### config.mk
export PLATFORM = sky130hd
export DESIGN_NAME = ad9265_spi_responder_flat
export DESIGN_NICKNAME = d
export VERILOG_FILES = /design/src/rtl/ad9265_spi_responder_pkg.sv /design/src/rtl/ad9265_spi_responder_if.sv /design/src/rtl/ad9265_spi_responder_pin_sync.sv /design/src/rtl/ad9265_spi_responder.sv /design/src/flat_wrapper.sv
export SDC_FILE = /design/constraint.sdc
export NUM_CORES = 1
export LEC_CHECK = 0
export ABC_AREA = 1
export CAP_MARGIN = 20
export CORE_AREA = 2 2 77 134
export CTS_BUF_LIST = sky130_fd_sc_hd__clkbuf_4 sky130_fd_sc_hd__clkbuf_8 sky130_fd_sc_hd__clkbuf_16
export DETAILED_ROUTE_END_ITERATION = 8
export DIE_AREA = 0 0 79 136
export PLACE_DENSITY = 0.89
export SLEW_MARGIN = 20
export SYNTH_ARGS = -nofsm -noshare
export SYNTH_HDL_FRONTEND = slang
export SYNTH_HIERARCHICAL = 1
export SYNTH_SLANG_ARGS = --single-unit
### constraint.sdc
create_clock -name clk -period 2.6 [get_ports clk]
set_input_delay 0.78 -clock clk [delete_from_list [all_inputs] [get_ports clk]]
set_output_delay 0.78 -clock clk [all_outputs]
set_load 0.02 [all_outputs]
### src/rtl/ad9265_spi_responder_pkg.sv
// ---------------------------------------------------------------------------
// ad9265_pkg
// Shared definitions for the AD9265 configuration-port SPI responder:
//   - register address map (13-bit SPI addresses)
//   - frame / instruction lengths in sclk rising edges
//   - FSM state encoding
//   - soft-reset decode helper for the SPI config register
// ---------------------------------------------------------------------------
package ad9265_pkg;

   // Register map
   localparam logic [12:0] ADDR_SPI_CFG  = 13'h000;
   localparam logic [12:0] ADDR_CHIP_ID  = 13'h001;
   localparam logic [12:0] ADDR_PWR_MODE = 13'h008;
   localparam logic [12:0] ADDR_OUT_MODE = 13'h014;
   localparam logic [12:0] ADDR_VREF     = 13'h018;
   localparam logic [12:0] ADDR_TRANSFER = 13'h0FF;

   // Edge counter wide enough to tell "exactly 24" from "more than 24";
   // it saturates at all-ones so very long frames never wrap back to 24.
   typedef logic [5:0] bit_cnt_t;
   localparam bit_cnt_t FRAME_LEN = 6'd24;
   localparam bit_cnt_t INSTR_LEN = 6'd16;

   // Bits 5 and 2 of register 0x00 together request a soft reset.
   localparam logic [7:0] SOFT_RESET_MASK = 8'h24;

   typedef enum logic [2:0] {
      ST_IDLE  = 3'd0,
      ST_INSTR = 3'd1,
      ST_WDATA = 3'd2,
      ST_RDATA = 3'd3,
      ST_WAIT  = 3'd4
   } state_t;

   function automatic logic is_soft_reset(input logic [7:0] data);
      return (data & SOFT_RESET_MASK) == SOFT_RESET_MASK;
   endfunction

endpackage

### src/rtl/ad9265_spi_responder_if.sv
// ---------------------------------------------------------------------------
// ad9265_spi_if
// Three-wire SPI pin bundle between the ADC configuration master and the
// AD9265 responder.
//   spi_clk_i    master -> responder  SPI clock (asynchronous to clk)
//   spi_csn_i    master -> responder  chip select, active low
//   spi_sdio_i   master -> responder  SDIO value seen at the pin
//   spi_sdio_o   responder -> master  SDIO read data
//   spi_sdio_oe  responder -> master  1 = responder drives SDIO
// ---------------------------------------------------------------------------
interface ad9265_spi_if;

   logic spi_clk_i;
   logic spi_csn_i;
   logic spi_sdio_i;
   logic spi_sdio_o;
   logic spi_sdio_oe;

   modport master (
      output spi_clk_i,
      output spi_csn_i,
      output spi_sdio_i,
      input  spi_sdio_o,
      input  spi_sdio_oe
   );

   modport slave (
      input  spi_clk_i,
      input  spi_csn_i,
      input  spi_sdio_i,
      output spi_sdio_o,
      output spi_sdio_oe
   );

endinterface

### src/rtl/ad9265_spi_responder_pin_sync.sv
// ---------------------------------------------------------------------------
// spi_pin_sync
// Brings one asynchronous SPI pin into the clk domain through a STAGES-deep
// flip-flop chain and derives single-cycle rise/fall strobes from the
// synchronized level.
//   clk        system clock
//   rst        synchronous, active-high reset
//   pin        asynchronous input pin
//   level      synchronized pin level
//   rise/fall  one-cycle strobes on a 0->1 / 1->0 change of level
// STAGES must be at least 2. RESET_VAL is the idle level of the pin so that
// leaving reset does not fabricate an edge.
// ---------------------------------------------------------------------------
module spi_pin_sync #(
   parameter int   STAGES    = 2,
   parameter logic RESET_VAL = 1'b0
) (
   input  logic clk,
   input  logic rst,
   input  logic pin,
   output logic level,
   output logic rise,
   output logic fall
);

   logic [STAGES-1:0] sync_q;
   logic              prev_q;

   // NOTE: clocked state uses non-blocking assignments so every flop in the
   // chain samples its predecessor's old value, forming a real shift chain.
   always_ff @(posedge clk) begin
      if (rst) begin
         sync_q <= {STAGES{RESET_VAL}};
         prev_q <= RESET_VAL;
      end else begin
         sync_q <= {sync_q[STAGES-2:0], pin};
         prev_q <= sync_q[STAGES-1];
      end
   end

   assign level = sync_q[STAGES-1];
   assign rise  = level & ~prev_q;
   assign fall  = ~level & prev_q;

endmodule

### src/rtl/ad9265_spi_responder.sv
// ---------------------------------------------------------------------------
// ad9265_spi_responder
// Oversampling SPI slave modelling the AD9265 configuration port. Decodes
// 24-bit frames (R/W, W1W0, 13-bit address, 8-bit data, MSB first), keeps a
// shadow/active register map and returns read data on three-wire SDIO.
//   clk          system clock, >= 8x the SPI clock
//   rst          synchronous, active-high reset
//   spi          SPI pins (slave modport of ad9265_spi_if)
//   pwr_mode     active copy of register 0x08
//   out_mode     active copy of register 0x14
//   vref_cfg     active copy of register 0x18
//   cfg_update   one-cycle pulse when shadows are copied to active
//   frame_done   one-cycle pulse at the end of a valid 24-bit frame
//   frame_err    one-cycle pulse at the end of an invalid frame
// ---------------------------------------------------------------------------
module ad9265_spi_responder
   import ad9265_pkg::*;
#(
   parameter logic [7:0] CHIP_ID         = 8'h64,
   parameter logic [7:0] SPI_CFG_DEFAULT = 8'h18,
   parameter int         SYNC_STAGES     = 2
) (
   input  logic         clk,
   input  logic         rst,
   ad9265_spi_if.slave  spi,
   output logic [7:0]   pwr_mode,
   output logic [7:0]   out_mode,
   output logic [7:0]   vref_cfg,
   output logic         cfg_update,
   output logic         frame_done,
   output logic         frame_err
);

   // ---------------------------------------------------------------------
   // Pin synchronizers
   // ---------------------------------------------------------------------
   logic sclk_rise, sclk_fall, sclk_level_unused;
   logic csn_rise, csn_fall, csn_level_unused;
   logic sdio_level, sdio_rise_unused, sdio_fall_unused;

   spi_pin_sync #(.STAGES(SYNC_STAGES), .RESET_VAL(1'b0)) u_sync_sclk (
      .clk   (clk),
      .rst   (rst),
      .pin   (spi.spi_clk_i),
      .level (sclk_level_unused),
      .rise  (sclk_rise),
      .fall  (sclk_fall)
   );

   spi_pin_sync #(.STAGES(SYNC_STAGES), .RESET_VAL(1'b1)) u_sync_csn (
      .clk   (clk),
      .rst   (rst),
      .pin   (spi.spi_csn_i),
      .level (csn_level_unused),
      .rise  (csn_rise),
      .fall  (csn_fall)
   );

   spi_pin_sync #(.STAGES(SYNC_STAGES), .RESET_VAL(1'b0)) u_sync_sdio (
      .clk   (clk),
      .rst   (rst),
      .pin   (spi.spi_sdio_i),
      .level (sdio_level),
      .rise  (sdio_rise_unused),
      .fall  (sdio_fall_unused)
   );

   // ---------------------------------------------------------------------
   // Frame state
   // ---------------------------------------------------------------------
   state_t      state_q, state_d;
   bit_cnt_t    bit_cnt_q;
   // 16 bits suffice: after 16 edges it holds the instruction, after 24
   // edges its low byte holds the data byte.
   logic [15:0] frame_sr_q;
   logic [1:0]  w1w0_q;
   logic [12:0] addr_q;
   logic [7:0]  rd_sr_q;
   logic [3:0]  rd_cnt_q;
   logic        rd_bit_q;

   logic        decode;
   logic        commit;
   logic [7:0]  rd_value;
   logic [7:0]  wr_data;
   logic        wr_legal;
   logic        sdio_oe;

   // Register map storage
   logic [7:0]  spi_cfg_q;
   logic [7:0]  pwr_shadow_q, out_shadow_q, vref_shadow_q;

   assign wr_data  = frame_sr_q[7:0];
   assign wr_legal = (w1w0_q == 2'b00);

   always_ff @(posedge clk) begin
      if (rst) state_q <= ST_IDLE;
      else     state_q <= state_d;
   end

   // NOTE: every signal written here gets a default first, so no path can
   // leave it unassigned and infer a latch.
   always_comb begin
      state_d = state_q;
      decode  = 1'b0;
      commit  = 1'b0;
      unique case (state_q)
         ST_IDLE: begin
            if (csn_fall) state_d = ST_INSTR;
         end
         ST_INSTR: begin
            // One cycle after the 16th rising edge the instruction is whole.
            if (bit_cnt_q == INSTR_LEN) begin
               decode  = 1'b1;
               state_d = frame_sr_q[15] ? ST_RDATA : ST_WDATA;
            end
         end
         ST_WDATA: begin
            if (bit_cnt_q == FRAME_LEN) begin
               commit  = 1'b1;
               state_d = ST_WAIT;
            end
         end
         ST_RDATA: begin
            // Leave once the master has sampled the last presented bit.
            if (rd_cnt_q == 4'd8 && sclk_rise) state_d = ST_WAIT;
         end
         ST_WAIT: begin
            state_d = ST_WAIT;
         end
         default: state_d = ST_IDLE;
      endcase
      // Chip-select release ends any frame; a commit in this same cycle
      // still takes effect because the register writes key off 'commit'.
      if (csn_rise) state_d = ST_IDLE;
   end

   // Read mux, evaluated against the instruction at decode time.
   always_comb begin
      rd_value = 8'h00;
      if (frame_sr_q[14:13] == 2'b00) begin
         case (frame_sr_q[12:0])
            ADDR_SPI_CFG:  rd_value = spi_cfg_q;
            ADDR_CHIP_ID:  rd_value = CHIP_ID;
            ADDR_PWR_MODE: rd_value = pwr_shadow_q;
            ADDR_OUT_MODE: rd_value = out_shadow_q;
            ADDR_VREF:     rd_value = vref_shadow_q;
            default:       rd_value = 8'h00;
         endcase
      end
   end

   // ---------------------------------------------------------------------
   // Shift/count datapath
   // ---------------------------------------------------------------------
   always_ff @(posedge clk) begin
      if (rst) begin
         bit_cnt_q  <= '0;
         frame_sr_q <= '0;
         w1w0_q     <= '0;
         addr_q     <= '0;
         rd_sr_q    <= '0;
         rd_cnt_q   <= '0;
         rd_bit_q   <= 1'b0;
      end else begin
         if (state_q == ST_IDLE) begin
            bit_cnt_q <= '0;
            rd_cnt_q  <= '0;
         end else if (sclk_rise) begin
            // Bits past the 24th are counted but never shifted in.
            if (bit_cnt_q < FRAME_LEN) frame_sr_q <= {frame_sr_q[14:0], sdio_level};
            if (bit_cnt_q != '1)       bit_cnt_q  <= bit_cnt_q + 6'd1;
         end

         if (decode) begin
            w1w0_q   <= frame_sr_q[14:13];
            addr_q   <= frame_sr_q[12:0];
            rd_sr_q  <= rd_value;
            rd_cnt_q <= '0;
         end

         if (state_q == ST_RDATA && sclk_fall && rd_cnt_q < 4'd8) begin
            rd_bit_q <= rd_sr_q[7];
            rd_sr_q  <= {rd_sr_q[6:0], 1'b0};
            rd_cnt_q <= rd_cnt_q + 4'd1;
         end
      end
   end

   // ---------------------------------------------------------------------
   // Register map and status pulses
   // ---------------------------------------------------------------------
   always_ff @(posedge clk) begin
      if (rst) begin
         spi_cfg_q     <= SPI_CFG_DEFAULT;
         pwr_shadow_q  <= 8'h00;
         out_shadow_q  <= 8'h00;
         vref_shadow_q <= 8'h00;
         pwr_mode      <= 8'h00;
         out_mode      <= 8'h00;
         vref_cfg      <= 8'h00;
         cfg_update    <= 1'b0;
         frame_done    <= 1'b0;
         frame_err     <= 1'b0;
      end else begin
         cfg_update <= 1'b0;
         if (commit && wr_legal) begin
            case (addr_q)
               ADDR_SPI_CFG: begin
                  if (is_soft_reset(wr_data)) begin
                     spi_cfg_q     <= SPI_CFG_DEFAULT & ~SOFT_RESET_MASK;
                     pwr_shadow_q  <= 8'h00;
                     out_shadow_q  <= 8'h00;
                     vref_shadow_q <= 8'h00;
                     pwr_mode      <= 8'h00;
                     out_mode      <= 8'h00;
                     vref_cfg      <= 8'h00;
                  end else begin
                     spi_cfg_q <= wr_data;
                  end
               end
               ADDR_PWR_MODE: pwr_shadow_q  <= wr_data;
               ADDR_OUT_MODE: out_shadow_q  <= wr_data;
               ADDR_VREF:     vref_shadow_q <= wr_data;
               ADDR_TRANSFER: begin
                  // Self-clearing: nothing is stored, the copy is the effect.
                  if (wr_data[0]) begin
                     pwr_mode   <= pwr_shadow_q;
                     out_mode   <= out_shadow_q;
                     vref_cfg   <= vref_shadow_q;
                     cfg_update <= 1'b1;
                  end
               end
               default: ;
            endcase
         end

         // A csn_rise seen in IDLE belongs to no frame (e.g. after rst).
         frame_done <= csn_rise && (state_q != ST_IDLE) &&
                       (bit_cnt_q == FRAME_LEN) && (w1w0_q == 2'b00);
         frame_err  <= csn_rise && (state_q != ST_IDLE) &&
                       !((bit_cnt_q == FRAME_LEN) && (w1w0_q == 2'b00));
      end
   end

   // Drive SDIO only while read bits are on the line; released in the same
   // cycle chip select goes high.
   assign sdio_oe         = (state_q == ST_RDATA) && (rd_cnt_q != 4'd0) && !csn_rise;
   assign spi.spi_sdio_oe = sdio_oe;
   assign spi.spi_sdio_o  = sdio_oe & rd_bit_q;

endmodule

### src/flat_wrapper.sv
// flat-port wrapper written by rule: the top's interface ports become plain ports
module ad9265_spi_responder_flat import ad9265_pkg::*;
#(
   parameter logic [7:0] CHIP_ID         = 8'h64,
   parameter logic [7:0] SPI_CFG_DEFAULT = 8'h18,
   parameter int         SYNC_STAGES     = 2
)
  (clk, rst, pwr_mode, out_mode, vref_cfg, cfg_update, frame_done, frame_err, spi_spi_clk_i, spi_spi_csn_i, spi_spi_sdio_i, spi_spi_sdio_o, spi_spi_sdio_oe);
  ad9265_spi_if spi_i ();
  input  logic clk;
  input  logic rst;
  output logic [7:0] pwr_mode;
  output logic [7:0] out_mode;
  output logic [7:0] vref_cfg;
  output logic cfg_update;
  output logic frame_done;
  output logic frame_err;
  input wire logic [$bits(spi_i.spi_clk_i)-1:0] spi_spi_clk_i;
  input wire logic [$bits(spi_i.spi_csn_i)-1:0] spi_spi_csn_i;
  input wire logic [$bits(spi_i.spi_sdio_i)-1:0] spi_spi_sdio_i;
  output wire logic [$bits(spi_i.spi_sdio_o)-1:0] spi_spi_sdio_o;
  output wire logic [$bits(spi_i.spi_sdio_oe)-1:0] spi_spi_sdio_oe;
  assign spi_i.spi_clk_i = spi_spi_clk_i;
  assign spi_i.spi_csn_i = spi_spi_csn_i;
  assign spi_i.spi_sdio_i = spi_spi_sdio_i;
  assign spi_spi_sdio_o = spi_i.spi_sdio_o;
  assign spi_spi_sdio_oe = spi_i.spi_sdio_oe;
  ad9265_spi_responder #(.CHIP_ID(CHIP_ID), .SPI_CFG_DEFAULT(SPI_CFG_DEFAULT), .SYNC_STAGES(SYNC_STAGES)) u_core (.clk(clk), .rst(rst), .spi(spi_i), .pwr_mode(pwr_mode), .out_mode(out_mode), .vref_cfg(vref_cfg), .cfg_update(cfg_update), .frame_done(frame_done), .frame_err(frame_err));
endmodule
Fig. 1: signal wires by layer
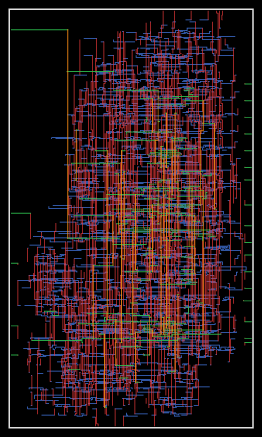
green -> met3  # wire length 815 um
red -> met2  # wire length 7580 um
orange -> met4  # wire length 984 um
blue -> met1  # wire length 5160 um

Fig. 2: M2 wires
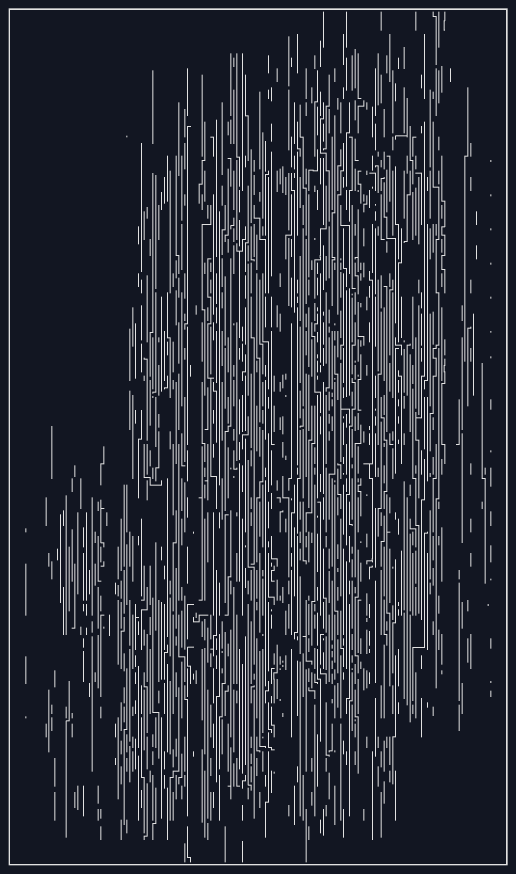
longest straight run = 43.5 um
wire length on this layer = 7580 um
main direction = vertical

==> reports/metrics.yaml <==
crit_slowest_cell: "dfxtp_1"
pwr-share-clk_pct: 47.0
endpoint_kind: "output port"
drtIter0Drc: 569
hold_viol_final: 0
port_buffers: 33
tightest_slew_ns: 0.617
drv_slew: 0
design.portCount: 34
p_per_area_nw_per_um2: 766
place.gp.congestion: 0.945
placed_area_um2: 5990
viasPerCell: 5.74
status: "complete, no violations"
rsz0062_at_grt: "no"
clock_latency_ns: 0.42
antenna_left: 0
hpwl_um: 9880
p_sw_mw: 1.41
core_um2: 9730
grt_pass1_wl_um: 23200
netlist_instances: 783
r2r_slack_ns: 0.55
num-fill-cells: 807
cts_made_buffers: 17
antenna_found_initial: 0
hold_depth: 2
wl_um: 14500
setup_viol: 0
die_area_um2: 10700
slew_headroom_pct: 58.6
ctsHoldBuffers: 0
syn_avg_cell_area_um2: 7.21
grt_pass1_vias: 5091
synthesis.area_um2: 5640
fp_util_pct: 58.0
p_int_mw: 3.63
grtUsageTotal_pct: 27.9
power_leakage_nw: 2.40
finalCritPeriodShare_pct: 93.7
num_vias: 5444
min_path_type: "reg2reg"
reg2regPathDepth: 9
reg2reg_from: "u_core/bit_cnt_q[0]"
area_delta_synth_final_pct: 16.7
row_count: 48
grt_max_degree: 53
cts.path.max_buffers: 2
avgRoutedWirePerCell_um: 15.3
die_y_um: 136
period_needed_ns: 2.44
hold_path_startpoint: "u_core/u_sync_sclk/sync_q[0]"
vdd_drop_max_mv: 0.678
hold_slack_ns: 0.404
r2r-end: "u_core/spi_cfg_q[6]"
warnings: 28
place_ws_ns: 0.146
layout.nets: 819
path_max_fanout: 4
die_w_um: 79
critPathLaunchType: "flip-flop"
critical_path_class: "reg2out"
fmax_mhz: 411
drt_first_pass_iters: 8
cp.arrival_ns: 1.66
syn-num-nets: 792
max_stage_delay_ns: 0.39
setup_slack_ns: 0.164
cts_root_buffer: "clkbuf_16"
fin_setup_tns_ns: 0
synth_warnings: 6
swShare_pct: 28.0
min_to: "u_core/u_sync_sclk/sync_q[1]"
p_comb_share_pct: 13.7
skew_ns: 0.00880
drc: 0
clock_sinks: 120
fin_area_um2: 6590
layout_top_cell: "nand2_1"
final_layout_top_logic_cells: "nand2_1 (147), dfxtp_1 (119), a21oi_1 (100)"
layout-drive-gt1-share_pct: 11.1
diodes: 0
sequentialPowerShare_pct: 39.2
path_clk_slew_ns: 0.05
post-cts-setup-buffers: 0
maxCapViolCount: 0
path_cells: "inv_1 -> ha_1 -> nand2_1 -> o21ai_0 -> nor2_1 -> dlygate4sd2_1"
cp.required_ns: 1.82
cts_tree: "built"
grt_overflow_total: 0
cts.htree.levels: 4
Fig. 3: cell area per tile
The die is cut into 8 by 14 equal tiles; white is low, dark blue is high, 0 to 100% covered.
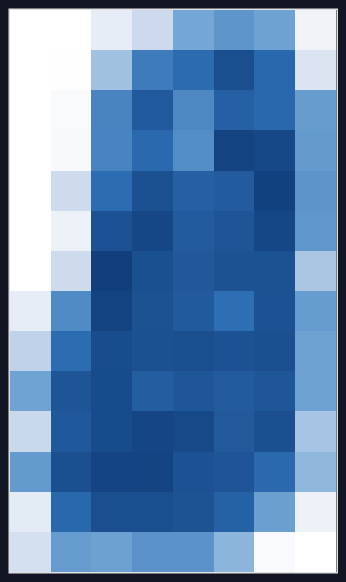
fullest tile = 94%
mean over tiles = 60%
tiles over 75% full = 52%
nearly empty tiles = 8.9%
emptiest ninth of the die = top left

-- area by class of cell --
class | instances | area, um2 | share of cell area, %
clock inverters | 13 | 153 | 2.32
multi-input cells | 525 | 2640 | 40.0
well taps | 125 | 156 | 2.37
flip-flops and latches | 120 | 2400 | 36.5
repair buffers | 44 | 402 | 6.10
clock buffers | 19 | 453 | 6.88
inverters | 102 | 383 | 5.81
-- what timing repair did --
action                     CTS  global route
cloned                       0             0
setup endpoints to repair    2             1
pin swaps                    0             0
gates resized                5             2
-- power by group through the flow --
stage          clock network (mW)  registers (mW)  logic [mW]
2_1_floorplan                   0            1.98       0.536
3_5_place_dp                    0            2.01       0.655
3_3_place_gp                    0            2.01       0.646
6_report                     2.37            1.98       0.692
5_1_grt                      2.47            1.98       0.768
4_1_cts                      2.39            1.97       0.673
-- worst max-delay path, delay by kind of cell, from the launching register on --
family                     cells  cell delay (ns)
and+or+nand+nor                2             0.18
DFF                            1             0.39
adders and majority gates      1             0.18
buffers and inverters          2             0.40
AOI/OAI and AO/OA              1             0.11
-- sequential cells by signal, indices dropped and copies added (netlist names), 2 cells and up --
name / cells
u_core/addr_q: 13
u_core/bit_cnt_q: 6
u_core/frame_sr_q: 16
u_core/out_mode: 8
u_core/out_shadow_q: 8
u_core/pwr_mode: 8
u_core/pwr_shadow_q: 8
u_core/rd_cnt_q: 4
u_core/rd_sr_q: 8
u_core/spi_cfg_q: 8
u_core/state_q: 3
u_core/u_sync_csn/sync_q: 2
u_core/u_sync_sclk/sync_q: 2
u_core/u_sync_sdio/sync_q: 2
u_core/vref_cfg: 8
u_core/vref_shadow_q: 8
u_core/w1w0_q: 2
-- layer usage --
metal	global-route usage, %	vias up	part of all wire (%)	wire [um]
li1	-	2636	-	-
met4	19.3	0	6.8	984
met5	0	-	0	0
met2	49.9	253	52	7580
met1	27.2	2466	35	5160
met3	7.64	89	5.6	814
-- worst max path at each step --
| stage | depth (start not counted) | startpoint | to |
|---|---|---|---|
| floorplan | 5 | u_core/rd_cnt_q[0] | spi_spi_sdio_o |
| global placement | 6 | u_core/rd_cnt_q[0] | spi_spi_sdio_o |
| global route | 6 | u_core/rd_cnt_q[1] | spi_spi_sdio_oe |
| detailed placement | 6 | u_core/rd_cnt_q[0] | spi_spi_sdio_o |
| finish | 6 | u_core/rd_cnt_q[1] | spi_spi_sdio_oe |
| CTS | 6 | u_core/rd_cnt_q[0] | spi_spi_sdio_o |
-- metrics by stage --
stage	cells	utilization (%)	power, mW
2_1_floorplan	783	-	2.51
3_3_place_gp	916	61.5	2.65
3_5_place_dp	916	61.5	2.67
4_1_cts	948	67.8	5.04
5_1_grt	948	67.7	5.23
6_report	948	67.7	5.04
Power is estimated from default activity; no workload was simulated.
